$ cat src/rtl/usb_fs_tx_serializer_if.sv
// rtl/usb_fs_tx_serializer_if.sv - packet/payload handshake between the IN engine and the FS transmit serializer
interface usb_fs_tx_serializer_if;
  logic       tx_pkt_start;
  logic [3:0] tx_pid;
  logic       tx_data_avail;
  logic [7:0] tx_data;
  logic       tx_data_get;
  logic       tx_pkt_end;

  modport master (
    output tx_pkt_start, tx_pid, tx_data_avail, tx_data,
    input  tx_data_get, tx_pkt_end
  );

  modport slave (
    input  tx_pkt_start, tx_pid, tx_data_avail, tx_data,
    output tx_data_get, tx_pkt_end
  );
endinterface

$ cat src/rtl/usb_fs_tx_serializer.sv
// rtl/usb_fs_tx_serializer.sv - full-speed USB TX: SYNC/PID/payload/CRC16, bit stuffing, NRZI, EOP at 4 clk/bit
// Optional USB_FS_TX_TURNAROUND_EN enforces an 8-cycle idle gap before a new packet.
module usb_fs_tx_serializer (
  input  logic                   clk,
  input  logic                   reset_n,
  usb_fs_tx_serializer_if.slave  tx_if,
  output logic                   usb_p_tx,
  output logic                   usb_n_tx,
  output logic                   usb_tx_en
);

  typedef enum logic [2:0] {
    S_IDLE, S_SYNC, S_PID, S_DATA, S_CRC_LO, S_CRC_HI, S_EOP
  } state_t;

  state_t      state_q, state_d;
  logic [1:0]  bit_cnt_q, bit_cnt_d;
  logic [2:0]  bit_idx_q, bit_idx_d;
  logic [7:0]  shift_q, shift_d;
  logic [2:0]  ones_q, ones_d;
  logic        stuff_q, stuff_d;
  logic [15:0] crc_q, crc_d;
  logic [3:0]  pid_q, pid_d;
  logic        line_j_q, line_j_d;
  logic        se0_q, se0_d;
  logic        tx_en_q, tx_en_d;

  logic bit_end, cur_data, need_stuff, byte_done, is_data_pkt, fetch, start_go, next_bit;

  function automatic logic [15:0] crc_step(input logic [15:0] c, input logic b);
    crc_step = {c[14:0], 1'b0} ^ ((b ^ c[15]) ? 16'h8005 : 16'h0000);
  endfunction

  // CRC leaves the register MSB first; reversing lets it share the LSB-first shifter.
  function automatic logic [7:0] rev_inv(input logic [7:0] v);
    for (int i = 0; i < 8; i++) rev_inv[i] = ~v[7-i];
  endfunction

  assign bit_end     = (state_q != S_IDLE) && (bit_cnt_q == 2'd3);
  assign cur_data    = (state_q inside {S_PID, S_DATA, S_CRC_LO, S_CRC_HI}) && !stuff_q;
  assign need_stuff  = cur_data && shift_q[0] && (ones_q == 3'd5);
  assign byte_done   = stuff_q ? (bit_idx_q == 3'd0) : ((bit_idx_q == 3'd7) && !need_stuff);
  assign is_data_pkt = (pid_q[1:0] == 2'b11);
  assign fetch       = bit_end && byte_done && tx_if.tx_data_avail &&
                       ((state_q == S_PID && is_data_pkt) || state_q == S_DATA);

`ifdef USB_FS_TX_TURNAROUND_EN
  logic [3:0] idle_cnt_q, idle_cnt_d;
  logic       pend_q, pend_d;

  assign start_go = (state_q == S_IDLE) && (tx_if.tx_pkt_start || pend_q) && (idle_cnt_q >= 4'd7);

  always_comb begin
    idle_cnt_d = idle_cnt_q;
    pend_d     = pend_q;
    if (state_q == S_IDLE) begin
      if (idle_cnt_q != 4'd8) idle_cnt_d = idle_cnt_q + 4'd1;
      pend_d = (pend_q || tx_if.tx_pkt_start) && !start_go;
    end else begin
      pend_d = 1'b0;
      if (state_d == S_IDLE) idle_cnt_d = 4'd0;
    end
  end

  always_ff @(posedge clk or negedge reset_n) begin
    if (!reset_n) begin
      idle_cnt_q <= 4'd8;
      pend_q     <= 1'b0;
    end else begin
      idle_cnt_q <= idle_cnt_d;
      pend_q     <= pend_d;
    end
  end
`else
  assign start_go = (state_q == S_IDLE) && tx_if.tx_pkt_start;
`endif

  always_ff @(posedge clk or negedge reset_n) begin
    if (!reset_n) begin
      state_q <= S_IDLE;
    end else begin
      state_q <= state_d;
    end
  end

  always_comb begin
    state_d = state_q;
    case (state_q)
      S_IDLE:   if (start_go) state_d = S_SYNC;
      S_SYNC:   if (bit_end && byte_done) state_d = S_PID;
      S_PID:    if (bit_end && byte_done)
                  state_d = !is_data_pkt ? S_EOP : (tx_if.tx_data_avail ? S_DATA : S_CRC_LO);
      S_DATA:   if (bit_end && byte_done) state_d = tx_if.tx_data_avail ? S_DATA : S_CRC_LO;
      S_CRC_LO: if (bit_end && byte_done) state_d = S_CRC_HI;
      S_CRC_HI: if (bit_end && byte_done) state_d = S_EOP;
      S_EOP:    if (bit_end && bit_idx_q == 3'd2) state_d = S_IDLE;
      default:  state_d = S_IDLE;
    endcase
  end

  always_comb begin
    bit_cnt_d = (state_q == S_IDLE) ? 2'd0 : bit_cnt_q + 2'd1;
    bit_idx_d = bit_idx_q;
    shift_d   = shift_q;
    ones_d    = ones_q;
    stuff_d   = stuff_q;
    crc_d     = crc_q;
    pid_d     = pid_q;
    line_j_d  = line_j_q;
    se0_d     = se0_q;
    tx_en_d   = tx_en_q;
    next_bit  = 1'b1;
    if (state_q == S_IDLE) begin
      if (tx_if.tx_pkt_start) pid_d = tx_if.tx_pid;
      if (start_go) begin
        shift_d   = 8'h80;
        bit_idx_d = 3'd0;
        ones_d    = 3'd0;
        stuff_d   = 1'b0;
        crc_d     = 16'hFFFF;
        line_j_d  = 1'b0;
        se0_d     = 1'b0;
        tx_en_d   = 1'b1;
      end
    end else if (bit_end) begin
      if (state_q == S_EOP) begin
        bit_idx_d = bit_idx_q + 3'd1;
        if (bit_idx_q == 3'd1) begin
          se0_d    = 1'b0;
          line_j_d = 1'b1;
        end
        if (bit_idx_q == 3'd2) begin
          bit_idx_d = 3'd0;
          tx_en_d   = 1'b0;
        end
      end else begin
        if (cur_data) ones_d = shift_q[0] ? ones_q + 3'd1 : 3'd0;
        if (state_q == S_DATA && !stuff_q) crc_d = crc_step(crc_q, shift_q[0]);
        // A stuff bit holds the shifter so the owed data bit follows it.
        if (!stuff_q) begin
          shift_d   = {1'b0, shift_q[7:1]};
          bit_idx_d = bit_idx_q + 3'd1;
        end
        stuff_d = need_stuff;
        if (need_stuff) ones_d = 3'd0;
        next_bit = need_stuff ? 1'b0 : shift_d[0];
        if (byte_done) begin
          bit_idx_d = 3'd0;
          case (state_d)
            S_PID:    shift_d = {~pid_q, pid_q};
            S_DATA:   shift_d = tx_if.tx_data;
            S_CRC_LO: shift_d = rev_inv(crc_d[15:8]);
            S_CRC_HI: shift_d = rev_inv(crc_d[7:0]);
            default:  shift_d = shift_q;
          endcase
          next_bit = shift_d[0];
          if (state_d == S_EOP) se0_d = 1'b1;
        end
        if (state_d != S_EOP) line_j_d = next_bit ? line_j_q : !line_j_q;
      end
    end
  end

  always_ff @(posedge clk or negedge reset_n) begin
    if (!reset_n) begin
      bit_cnt_q <= 2'd0;
      bit_idx_q <= 3'd0;
      shift_q   <= 8'h00;
      ones_q    <= 3'd0;
      stuff_q   <= 1'b0;
      crc_q     <= 16'hFFFF;
      pid_q     <= 4'h0;
      line_j_q  <= 1'b1;
      se0_q     <= 1'b0;
      tx_en_q   <= 1'b0;
    end else begin
      bit_cnt_q <= bit_cnt_d;
      bit_idx_q <= bit_idx_d;
      shift_q   <= shift_d;
      ones_q    <= ones_d;
      stuff_q   <= stuff_d;
      crc_q     <= crc_d;
      pid_q     <= pid_d;
      line_j_q  <= line_j_d;
      se0_q     <= se0_d;
      tx_en_q   <= tx_en_d;
    end
  end

  always_comb begin
    tx_if.tx_data_get = fetch;
    tx_if.tx_pkt_end  = (state_q == S_EOP) && bit_end && (bit_idx_q == 3'd2);
    usb_p_tx          = line_j_q & ~se0_q;
    usb_n_tx          = ~line_j_q & ~se0_q;
    usb_tx_en         = tx_en_q;
  end

endmodule

$ cat src/flat_wrapper.sv
// flat-port wrapper written by rule: the top's interface ports become plain ports
module usb_fs_tx_serializer_flat 
  (clk, reset_n, usb_p_tx, usb_n_tx, usb_tx_en, tx_if_tx_pkt_start, tx_if_tx_pid, tx_if_tx_data_avail, tx_if_tx_data, tx_if_tx_data_get, tx_if_tx_pkt_end);
  usb_fs_tx_serializer_if tx_if_i ();
  input  logic clk;
  input  logic reset_n;
  output logic usb_p_tx;
  output logic usb_n_tx;
  output logic usb_tx_en;
  input wire logic [$bits(tx_if_i.tx_pkt_start)-1:0] tx_if_tx_pkt_start;
  input wire logic [$bits(tx_if_i.tx_pid)-1:0] tx_if_tx_pid;
  input wire logic [$bits(tx_if_i.tx_data_avail)-1:0] tx_if_tx_data_avail;
  input wire logic [$bits(tx_if_i.tx_data)-1:0] tx_if_tx_data;
  output wire logic [$bits(tx_if_i.tx_data_get)-1:0] tx_if_tx_data_get;
  output wire logic [$bits(tx_if_i.tx_pkt_end)-1:0] tx_if_tx_pkt_end;
  assign tx_if_i.tx_pkt_start = tx_if_tx_pkt_start;
  assign tx_if_i.tx_pid = tx_if_tx_pid;
  assign tx_if_i.tx_data_avail = tx_if_tx_data_avail;
  assign tx_if_i.tx_data = tx_if_tx_data;
  assign tx_if_tx_data_get = tx_if_i.tx_data_get;
  assign tx_if_tx_pkt_end = tx_if_i.tx_pkt_end;
  usb_fs_tx_serializer u_core (.clk(clk), .reset_n(reset_n), .tx_if(tx_if_i), .usb_p_tx(usb_p_tx), .usb_n_tx(usb_n_tx), .usb_tx_en(usb_tx_en));
endmodule
$ cat config.mk
export PLATFORM = sky130hd
export DESIGN_NAME = usb_fs_tx_serializer_flat
export DESIGN_NICKNAME = d
export VERILOG_FILES = /design/src/rtl/usb_fs_tx_serializer_if.sv /design/src/rtl/usb_fs_tx_serializer.sv /design/src/flat_wrapper.sv
export SDC_FILE = /design/constraint.sdc
export NUM_CORES = 1
export LEC_CHECK = 0
export CAP_MARGIN = 20
export CORE_MARGIN = 8
export CORE_UTILIZATION = 50
export DETAILED_ROUTE_END_ITERATION = 16
export GPL_TIMING_DRIVEN = 1
export PLACE_DENSITY = 0.82
export SYNTH_ARGS = -nofsm -noshare
export SYNTH_HDL_FRONTEND = slang
export SYNTH_SLANG_ARGS = --single-unit
$ cat constraint.sdc
create_clock -name clk -period 2.5 [get_ports clk]
set_input_delay 0.5 -clock clk [delete_from_list [all_inputs] [get_ports clk]]
set_output_delay 0.5 -clock clk [all_outputs]
set_load 0.01 [all_outputs]
==> results.py, run 1 <==
# Metrics from the implementation run
metrics = {
    "outcome": {
        "status": "complete, but fails checks",
        "violations": "setup timing",
    },
    "cts": {
        "clkTransAtPathRegs_ns": 0.09,
        "cts_made_buffers": 5,
        "cts-root-buf": "clkbuf_8",
        "cts_buffer_depth": 2,
        "hold_buffers": 0,
        "cts_setup_buffers": 10,
        "htree_levels": 2,
        "cts.sinks": 43,
    },
    "timing": {
        "maxSlewViolCount": 0,
        "worst_clock_skew_ns": 0.0114,
        "hold_ws_ns": 0.234,
        "timing.final.crit_share_pct": 102,
        "setup_viol": 4,
        "worst_slack_ns": -0.0383,
    },
    "worst_setup_path": {
        "worst-path-max-fanout": 8,
        "required_ns": 2.69,
        "end_kind": "flip-flop",
        "cpMaxStageDelayCell": "dfrtp_1",
        "critPathKind": "flip-flop to flip-flop",
        "crit_arrival_ns": 2.73,
        "critPathLaunchType": "flip-flop",
    },
    "global_route": {
        "grt_use_total_pct": 17.6,
        "grt-ovfl-total": 0,
        "grt_pass1_wl_um": 12300,
        "grt_max_degree": 31,
        "grt_pass1_vias": 2570,
        "antenna_found_initial": 0,
    },
    "finish": {
        "drive_above_1_share_pct": 38.0,
        "diodes": 0,
        "nets": 399,
        "layout_top_cells": "nor2_1, buf_4, nand2_1, dfrtp_1, a21oi_1",
        "synthToLayoutAreaGrowth_pct": 31.2,
        "utilization_pct": 68.0,
        "fillers": 362,
        "mostFrequentLayoutCell": "nor2_1",
    },
    "synth": {
        "edf_count": 0,
        "synthTopCellsByArea": "dfrtp_1, dfstp_2, mux2i_1",
        "synth_cells": 318,
        "top_area_share_pct": 22.6,
        "mappedNetlistNets": 342,
        "ff_type": "dfrtp_1",
        "synth_cell_types": 62,
        "top_area_cell": "dfrtp_1",
        "synth_seq_share_pct": 38.2,
        "synthArstFlopShare_pct": 100,
        "yosysWarnings": 0,
    },
    "die": {
        "pin_count": 21,
        "initial_core_util_pct": 51.9,
        "die-area_um2": 8430,
        "die_height_um": 91.8,
    },
    "routing": {
        "drc": 0,
        "wl_per_cell_um": 18.5,
        "wl_um": 8270,
        "postRouteAntennaNets": 0,
    },
    "power": {
        "leakage_nw": 1.55,
    },
    "worst_hold_path": {
        "min_path_type": "input port to async pin",
    },
}
==> run 1: final cells by class <==
class,count,area [um2],share of cell area [%]
inverters,13,48.8,1.29
well taps,72,90.1,2.39
multi-input cells,244,1850,49.2
clock inverters,2,11.3,0.299
repair buffers,68,593,15.7
flip-flops and latches,43,1100,29.2
clock buffers,6,72.6,1.93
==> run 1: cell families after synthesis <==
family | Yosys count | synth area share, %
flip-flops | 43 | 38.2
XOR/XNOR | 5 | 2.18
AND-OR/OR-AND | 84 | 21.0
adder cells (fa/ha/maj) | 8 | 3.48
buffers and inverters | 32 | 5.92
AND/OR/NAND/NOR | 120 | 19.9
multiplexers | 26 | 9.32
==> run 1: through the flow <==
step	setup WS [ns]	setup TNS [ns]	instance area [um2]	total power, mW	cells
after global placement	-0.178	-1.39	3340	2.71	427
final	-0.0383	-0.0959	3770	3.63	448
after detailed placement	-0.292	-1.97	3340	2.79	427
after CTS	-0.00108	-0.00187	3560	3.32	445
after global routing	-0.150	-0.797	3770	3.82	448
after floorplan	0.00454	0	2880	2.26	318
==> run 1: report_power, final <==
group | switching [mW] | internal, mW | total (mW) | leakage (nW)
sequential | 0.222 | 0.970 | 1.19 | 0.509
combinational | 1.06 | 0.935 | 1.99 | 0.996
clock | 0.245 | 0.196 | 0.442 | 0.0455
==> run 1: routing by layer <==
layer / vias up / part of all wire (%) / GRT usage [%]
met5: - / 0 / 0
met4: 0 / 3.2 / 7.11
met3: 35 / 6.6 / 3.42
met2: 136 / 50 / 29.9
met1: 1279 / 41 / 21.4
li1: 1218 / - / -
==> run 1: Yosys cell counts (3+ instances only) <==
cell       n
mux2i_1   20
nand2_1   36
clkbuf_1   5
nor2_1    50
a221oi_2   3
dfrtp_1   26
a21oi_1   23
mux2_2     6
xor2_1     3
o21ai_1   11
buf_4      4
buf_2      4
a221oi_1   4
nand2b_1   5
a22o_1     3
o31ai_1    3
buf_6      4
dfstp_2   17
ha_1       8
inv_1     12
nor3_1     6
o21ai_0   15
==> run 1: sequential cells by signal, indices dropped and copies added (netlist names) <==
register and flops:
u_core.stuff_q 1, u_core.state_q 3, u_core.shift_q 8, u_core.bit_cnt_q 2, u_core.line_j_q 1, u_core.crc_q 16
u_core.se0_q 1, u_core.ones_q 3, u_core.bit_idx_q 3, u_core.usb_tx_en 1, u_core.pid_q 4
==> run 1: worst max-delay path: cells and delay by family, from the launching register on <==
kind | cells | cell delay, ns
buffers and inverters | 1 | 0.14
adder cells (fa/ha/maj) | 2 | 0.39
AND/OR/NAND/NOR | 3 | 0.41
AND-OR/OR-AND | 3 | 0.56
multiplexers | 2 | 0.51
flip-flops | 1 | 0.42
==> run 1: final timing paths <==
path                       slack, ns                   to                 from  depth (start not counted)
min in group clk                0.44  u_core.bit_cnt_q[0]  u_core.bit_cnt_q[0]                          1
hold reg to reg                 0.44  u_core.bit_cnt_q[0]  u_core.bit_cnt_q[0]                          1
setup reg to reg               -0.04    u_core.shift_q[1]  u_core.bit_idx_q[1]                         11
hold / removal                  0.23    u_core.shift_q[6]              reset_n                          1
max in group asynchronous       1.61      u_core.crc_q[3]              reset_n                          2
setup / recovery               -0.04    u_core.shift_q[1]  u_core.bit_idx_q[1]                         11
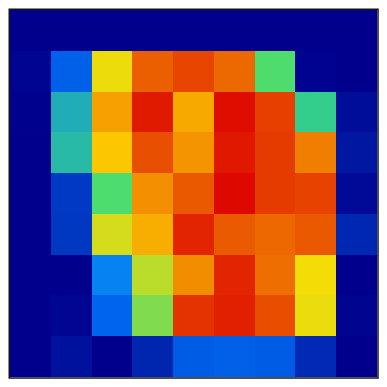
Fig. 1. Local utilization (run 1).
Scale: 4 px per um. 9 x 9 tiles, from dark blue (low) to red (high), 0 to 100% covered.
37% of the tiles are over 75% full. The fullest tile reaches 99%. The densest ninth of the die: center. The emptiest ninth of the die: lower left.

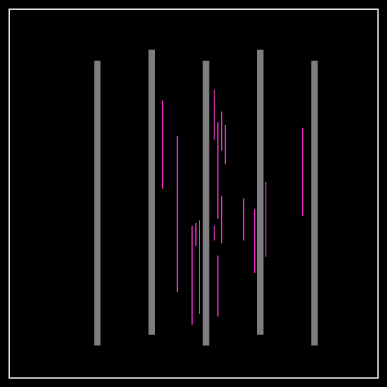
Fig. 2. Signal wires on met4 (run 1).
Scale: 4 px per um. Supply wires on this layer in gray.
The layer carries 265 um of wire. 15 nets have wire on it. The longest straight run is 38.8 um. The wires run mostly vertical. The layer holds 3.2% of the routed length.

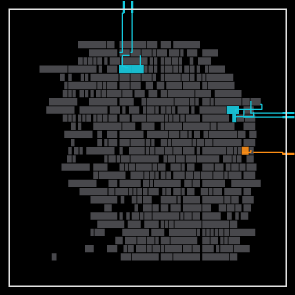
Fig. 3. I/O nets highlighted (run 1).
Scale: 3 px per um.
Orange marks tx_if_tx_data_get, bits 1, direction output, edge right, end cells 1, wire 14.3 um. Cyan marks tx_if_tx_pid, bits 4, direction input, edge 2 right, 2 top, end cells 4, wire 91.6 um.

==> run 2: changes to the inputs <==
--- a/config.mk
+++ b/config.mk
@@ -9,8 +9,9 @@
 export CORE_MARGIN = 8
 export CORE_UTILIZATION = 50
 export DETAILED_ROUTE_END_ITERATION = 16
+export DONT_BUFFER_PORTS = 1
 export GPL_TIMING_DRIVEN = 1
-export PLACE_DENSITY = 0.82
+export PLACE_DENSITY = 0.78
 export SYNTH_ARGS = -nofsm -noshare
 export SYNTH_HDL_FRONTEND = slang
 export SYNTH_SLANG_ARGS = --single-unit
==> run 2 against run 1 <==
  * The run still ends with setup timing left
  * Wire length is 10% lower
  * Die area stayed put
  * Combinational power is 15% lower
  * Clock power is 16% higher
  * Design area is 8.3% lower
  * Via count is 6.2% lower
  * Global-route usage is 0.17 points lower
  * Synthesized cell count stayed put
  * Clock skew is 0.0013 ns lower
  * Worst setup slack better by 0.037 ns
  * Critical endpoint is now tx_if_tx_data_get
  * Largest power group unchanged
  * Highest routed layer unchanged
==> results.py, run 2 <==
# Metrics from the implementation run
metrics = {
    "outcome": {
        "status": "complete, but fails checks",
        "violations": "setup timing",
    },
    "cts": {
        "cts_buffer_depth": 2,
        "clkTransAtPathRegs_ns": 0.08,
        "htree_levels": 2,
        "cts_made_buffers": 5,
        "cts.sinks": 43,
    },
    "finish": {
        "drive_above_1_share_pct": 35.0,
        "logic_area_um2": 1760,
        "layout_top_cells": "nor2_1, nand2_1, buf_4, dfrtp_1, a21oi_1",
        "fin_cells": 421,
        "final_area_um2": 3460,
        "regMostFlops": "u_core.crc_q",
        "reg_top3": "u_core.crc_q x16, u_core.shift_q x8, u_core.pid_q x4",
        "largest_register_ffs": 16,
        "diodes": 0,
        "final-seq-area_um2": 1100,
        "nets": 372,
    },
    "placed_design": {
        "pre_cts_ws_ns": -0.0175,
        "placed_area_um2": 3070,
        "dp.cells": 399,
    },
    "synth": {
        "ys_sh_xor_pct": 2.18,
        "synthArstFlopShare_pct": 100,
        "logic_family": "AND-OR/OR-AND gates",
        "simple_gate_share_pct": 19.9,
        "top_area_cell": "dfrtp_1",
        "synthTopCellsByArea": "dfrtp_1, dfstp_2, mux2i_1",
        "yosysWarnings": 0,
        "synth_cell_types": 62,
        "common_cells": "nor2_1, nand2_1, dfrtp_1, a21oi_1, mux2i_1",
        "edf_count": 0,
        "adder_share_pct": 3.48,
        "mappedNetlistNets": 342,
        "aoi_share_pct": 20.9,
        "synth_cells": 318,
        "ff_type": "dfrtp_1",
    },
    "global_route": {
        "grt_use_total_pct": 17.4,
        "antenna_found_initial": 0,
        "grt_max_degree": 31,
        "grt_pass1_wl_um": 12000,
        "grt-ovfl-total": 0,
    },
    "worst_setup_path": {
        "crit_arrival_ns": 2.00,
        "critPathKind": "flip-flop to output pin",
        "critPathLaunchType": "flip-flop",
        "end_kind": "output pin",
        "required_ns": 2.00,
        "reg2regPathDepth": 12,
    },
    "timing": {
        "maxSlewViolCount": 0,
        "worst_clock_skew_ns": 0.0101,
        "worst_slack_ns": -0.000905,
        "setup_viol": 1,
        "timing.final.crit_share_pct": 100,
    },
    "routing": {
        "drc": 0,
        "wl_um": 7420,
        "postRouteAntennaNets": 0,
    },
    "die": {
        "pin_count": 21,
        "initial_core_util_pct": 51.9,
        "die-area_um2": 8430,
        "die_height_um": 91.8,
    },
    "power": {
        "cell_internal_pwr_mw": 2.02,
        "power_switching_mw": 1.39,
        "p_clk_share_pct": 15.1,
        "power_frac_seq_pct": 34.9,
        "power_mw": 3.40,
        "comb_power_share_pct": 50.0,
        "swShare_pct": 40.7,
        "leakage_nw": 1.44,
    },
    "worst_hold_path": {
        "min_path_type": "input port to async pin",
    },
    "run": {
        "maxCapViolCount": 0,
    },
}
==> run 2: final timing paths <==
path | startpoint | end | slack [ns]
worst max-delay path | u_core.state_q[1] | tx_if_tx_data_get | -0.0009
worst min-delay path | reset_n | u_core.crc_q[2] | 0.04
worst max register to register | u_core.state_q[1] | u_core.line_j_q | 0.04
worst min register to register | u_core.bit_cnt_q[0] | u_core.bit_cnt_q[0] | 0.45
max in group asynchronous | reset_n | u_core.state_q[2] | 1.69
min in group clk | tx_if_tx_pid[1] | u_core.pid_q[1] | 0.35
==> run 2: logic make-up after synthesis <==
logic type      after synthesis
simple gates                120
flops                        43
xor+xnor                      5
mux                          26
buf+inv                      32
compound gates               84
fa+ha+maj                     8
==> run 2: power by group through the flow <==
stage | logic, mW | clock network, mW | registers (mW)
final | 1.70 | 0.513 | 1.19
after detailed placement | 1.43 | 0 | 1.19
after global placement | 1.39 | 0 | 1.18
after global routing | 1.86 | 0.552 | 1.22
after CTS | 1.55 | 0.522 | 1.17
after floorplan | 1.16 | 0 | 1.11
==> run 2: critical path, stage by stage (launching register included) <==
cell     delay [ns]
dfrtp_1        0.43
buf_12         0.16
xnor2_4        0.20
o22a_2         0.20
nand3_4        0.10
buf_4          0.16
nor4_1         0.26
buf_4          0.18
==> run 2: per-layer routing <==
metal / up-vias / track usage, % / wire, um
met1: 1224 / 20.6 / 3090
met2: 92 / 29.8 / 3650
met5: - / 0 / 0
li1: 1164 / - / -
met3: 23 / 3.50 / 416
met4: 0 / 7.79 / 260
==> run 2: timing repair <==
action | in CTS | in global routing
hold buffers | 1 | 1
setup buffers | 9 | 1
endpoints found under the hold margin | 26 | 2
gates resized | 8 | 26
pin swaps | 12 | 15
gates cloned | 1 | 1
endpoints found under the setup margin | 5 | 9
==> run 2: metrics by stage <==
step           hold slack [ns]  setup TNS (ns)  util, %
6_report                0.0414       -0.000905     62.4
5_1_grt                 0.0139          -0.205     62.4
4_1_cts                0.00856               0     59.8
3_5_place_dp             0.207         -0.0483     55.5
3_3_place_gp             0.207               0     55.5
2_1_floorplan            0.204               0        -
==> run 2: cell type report <==
cell class	instances	share of cell area [%]
clock buffers	6	2.72
repair buffers	40	9.96
flip-flops and latches	43	31.8
clock inverters	2	0.398
multi-input cells	245	51.0
inverters	13	1.48
well taps	72	2.61
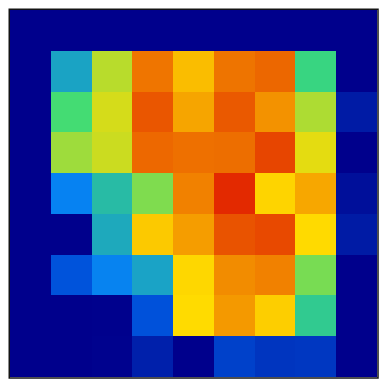
Fig. 4. Local utilization (run 2).
Scale: 4 px per um. 9 x 9 tiles, from dark blue (low) to red (high), 0 to 100% covered.
The fullest tile reaches 95%. The mean over all tiles is 40%. 33% of the tiles are over 75% full.

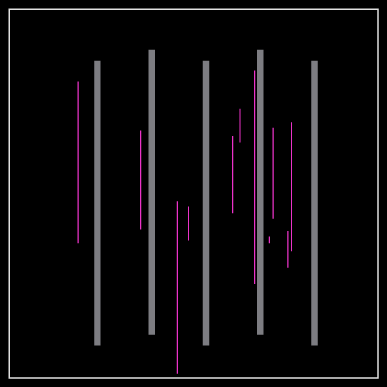
Fig. 5. Signal wires on met4 (run 2).
Scale: 4 px per um. Supply wires on this layer in gray.
10 nets have wire on it. The layer holds 3.5% of the routed length. The layer carries 260 um of wire. The longest straight run is 53.0 um. The wires run mostly vertical.

==> run 3: changes to the inputs <==
--- a/config.mk
+++ b/config.mk
@@ -12,6 +12,7 @@
 export DONT_BUFFER_PORTS = 1
 export GPL_TIMING_DRIVEN = 1
 export PLACE_DENSITY = 0.78
+export RECOVER_POWER = 50
 export SYNTH_ARGS = -nofsm -noshare
 export SYNTH_HDL_FRONTEND = slang
 export SYNTH_SLANG_ARGS = --single-unit
==> run 3 against run 2 <==
  * The run now ends clean
  * Non-clock buffer count is the same
  * Combinational power is essentially flat
  * First-iteration DRC count grew 5.0%
  * Critical endpoint unchanged
==> results.py, run 3 <==
# Metrics from the implementation run
metrics = {
    "outcome": {
        "status": "finished, final reports clean",
    },
    "placed_design": {
        "placed_area_um2": 3070,
    },
    "timing": {
        "worst_clock_skew_ns": 0.0142,
        "timing.final.crit_share_pct": 99.8,
        "setup_viol": 0,
        "maxSlewViolCount": 0,
    },
    "die": {
        "rows": 27,
        "die-area_um2": 8430,
        "initial_core_util_pct": 51.9,
        "pin_count": 21,
    },
    "worst_setup_path": {
        "r2r-start": "u_core.state_q[2]",
        "crit_arrival_ns": 2.00,
        "timing.critical_path.mode_cell": "buf_4",
        "critPathMaxStageDelay_ns": 0.43,
        "critPathLaunchType": "flip-flop",
        "cpMaxStageDelayCell": "dfrtp_1",
        "reg2regPathDepth": 12,
        "end_kind": "output pin",
        "crit_buf_inv": 3,
        "critPathLaunch": "u_core.state_q[1]",
        "crit_cells": 7,
        "critPathCapture": "tx_if_tx_data_get",
        "crit_family": "buffers and inverters",
        "required_ns": 2.00,
        "critPathKind": "flip-flop to output pin",
    },
    "power": {
        "cell_internal_pwr_mw": 2.01,
        "comb_power_share_pct": 49.9,
        "swShare_pct": 40.9,
        "leakage_nw": 1.43,
        "p_clk_share_pct": 15.3,
        "power_frac_seq_pct": 34.8,
        "power_switching_mw": 1.39,
    },
    "finish": {
        "drive_above_1_share_pct": 34.7,
        "largest_register_ffs": 16,
        "diodes": 0,
        "final_area_um2": 3440,
        "nets": 372,
        "reg_top3": "u_core.crc_q x16, u_core.shift_q x8, u_core.pid_q x4",
        "layout_top_cells": "nor2_1, nand2_1, buf_4, dfrtp_1, a21oi_1",
        "regMostFlops": "u_core.crc_q",
        "synthToLayoutAreaGrowth_pct": 19.7,
    },
    "routing": {
        "postRouteAntennaNets": 0,
        "wl_um": 7450,
        "drc": 0,
    },
    "cts": {
        "cts_made_buffers": 5,
        "cts_buffer_depth": 2,
        "htree_levels": 2,
        "cts.sinks": 43,
    },
    "synth": {
        "yosysWarnings": 0,
        "top_area_cell": "dfrtp_1",
        "synthTopCellsByArea": "dfrtp_1, dfstp_2, mux2i_1",
        "edf_count": 0,
        "synth_cell_types": 62,
        "ff_type": "dfrtp_1",
        "synthArstFlopShare_pct": 100,
        "common_cells": "nor2_1, nand2_1, dfrtp_1, a21oi_1, mux2i_1",
    },
    "global_route": {
        "grt_pass1_wl_um": 12000,
        "antenna_found_initial": 0,
        "grt-ovfl-total": 0,
    },
    "run": {
        "maxCapViolCount": 0,
    },
    "worst_hold_path": {
        "min_path_type": "input port to async pin",
    },
}
-- run 3: worst min-delay path by stage --
stage / cells after the start / to
finish: 0 / u_core.crc_q[2]
global route: 0 / u_core.crc_q[14]
CTS: 1 / u_core.ones_q[0]
detailed placement: 0 / u_core.usb_tx_en
global placement: 0 / u_core.usb_tx_en
floorplan: 0 / u_core.bit_cnt_q[0]
-- run 3: through the flow --
stage / total power [mW] / hold slack [ns] / worst slack [ns] / cells / utilization [%]
floorplan: 2.26 / 0.204 / 0.00454 / 318 / -
global placement: 2.57 / 0.207 / 0.0193 / 399 / 55.5
detailed placement: 2.62 / 0.207 / -0.0175 / 399 / 55.5
CTS: 3.25 / 0.00856 / 0.00637 / 418 / 59.8
global route: 3.63 / 0.0139 / -0.110 / 421 / 62.1
finish: 3.41 / 0.0387 / 0.00450 / 421 / 62.1
-- run 3: metal layers --
metal  up-vias  wire, um  track usage, %
met3        25       512            3.50
met4         0       271            7.79
met5         -         0               0
li1       1165         -               -
met1      1194      3060            20.6
met2        88      3610            29.8
-- run 3: cell type report --
| class | count | area (um2) | area share [%] |
|---|---|---|---|
| multi-input cells | 245 | 1760 | 51.3 |
| clock inverters | 2 | 13.8 | 0.400 |
| repair buffers | 40 | 328 | 9.53 |
| well taps | 72 | 90.1 | 2.62 |
| clock buffers | 6 | 93.8 | 2.73 |
| inverters | 13 | 51.3 | 1.49 |
| flip-flops and latches | 43 | 1100 | 31.9 |
-- run 3: power by group through the flow --
stage	Sequential [mW]	Clock, mW	Combinational [mW]
final	1.19	0.521	1.70
after global routing	1.22	0.552	1.86
after CTS	1.17	0.522	1.55
after detailed placement	1.19	0	1.43
after global placement	1.18	0	1.39
after floorplan	1.11	0	1.16
-- run 3: timing repair --
action,4_1_cts,5_1_grt
buffers inserted,9,1
pin swaps,12,15
endpoints found under the setup margin,5,9
hold buffers,1,1
gates cloned,1,1
endpoints found under the hold margin,26,2
gates resized,8,26
-- run 3: logic make-up (layout without fill, tap and decap cells) --
| group | count (synthesis) | after routing | synth area share (%) |
|---|---|---|---|
| simple gates | 120 | 121 | 19.9 |
| compound gates | 84 | 85 | 21.0 |
| flops | 43 | 43 | 38.2 |
| buf+inv | 32 | 61 | 5.92 |
| mux | 26 | 26 | 9.32 |
| fa+ha+maj | 8 | 8 | 3.48 |
| xor+xnor | 5 | 5 | 2.18 |
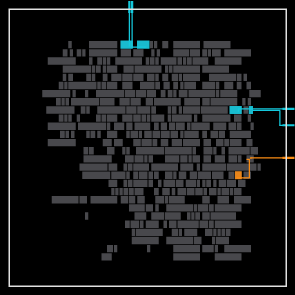
Fig. 6. I/O nets highlighted (run 3).
Scale: 3 px per um.
Orange marks tx_if_tx_data_get, bits 1, direction output, edge right, end cells 1, wire 22.6 um. Cyan marks tx_if_tx_pid, bits 4, direction input, edge 2 right, 2 top, end cells 4, wire 60.4 um.

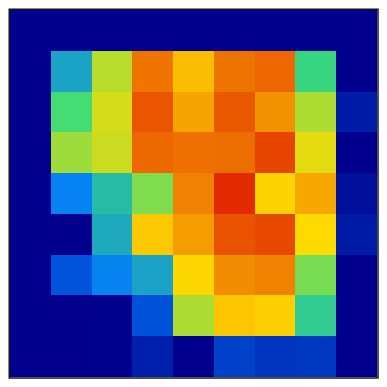
Fig. 7. Local utilization (run 3).
Scale: 4 px per um. 9 x 9 tiles, from dark blue (low) to red (high), 0 to 100% covered.
The densest ninth of the die: center. The mean over all tiles is 40%. The emptiest ninth of the die: lower left. The fullest tile reaches 95%. 32% of the tiles are over 75% full. 35% of the tiles are nearly empty.

Power is estimated from default activity; no workload was simulated.
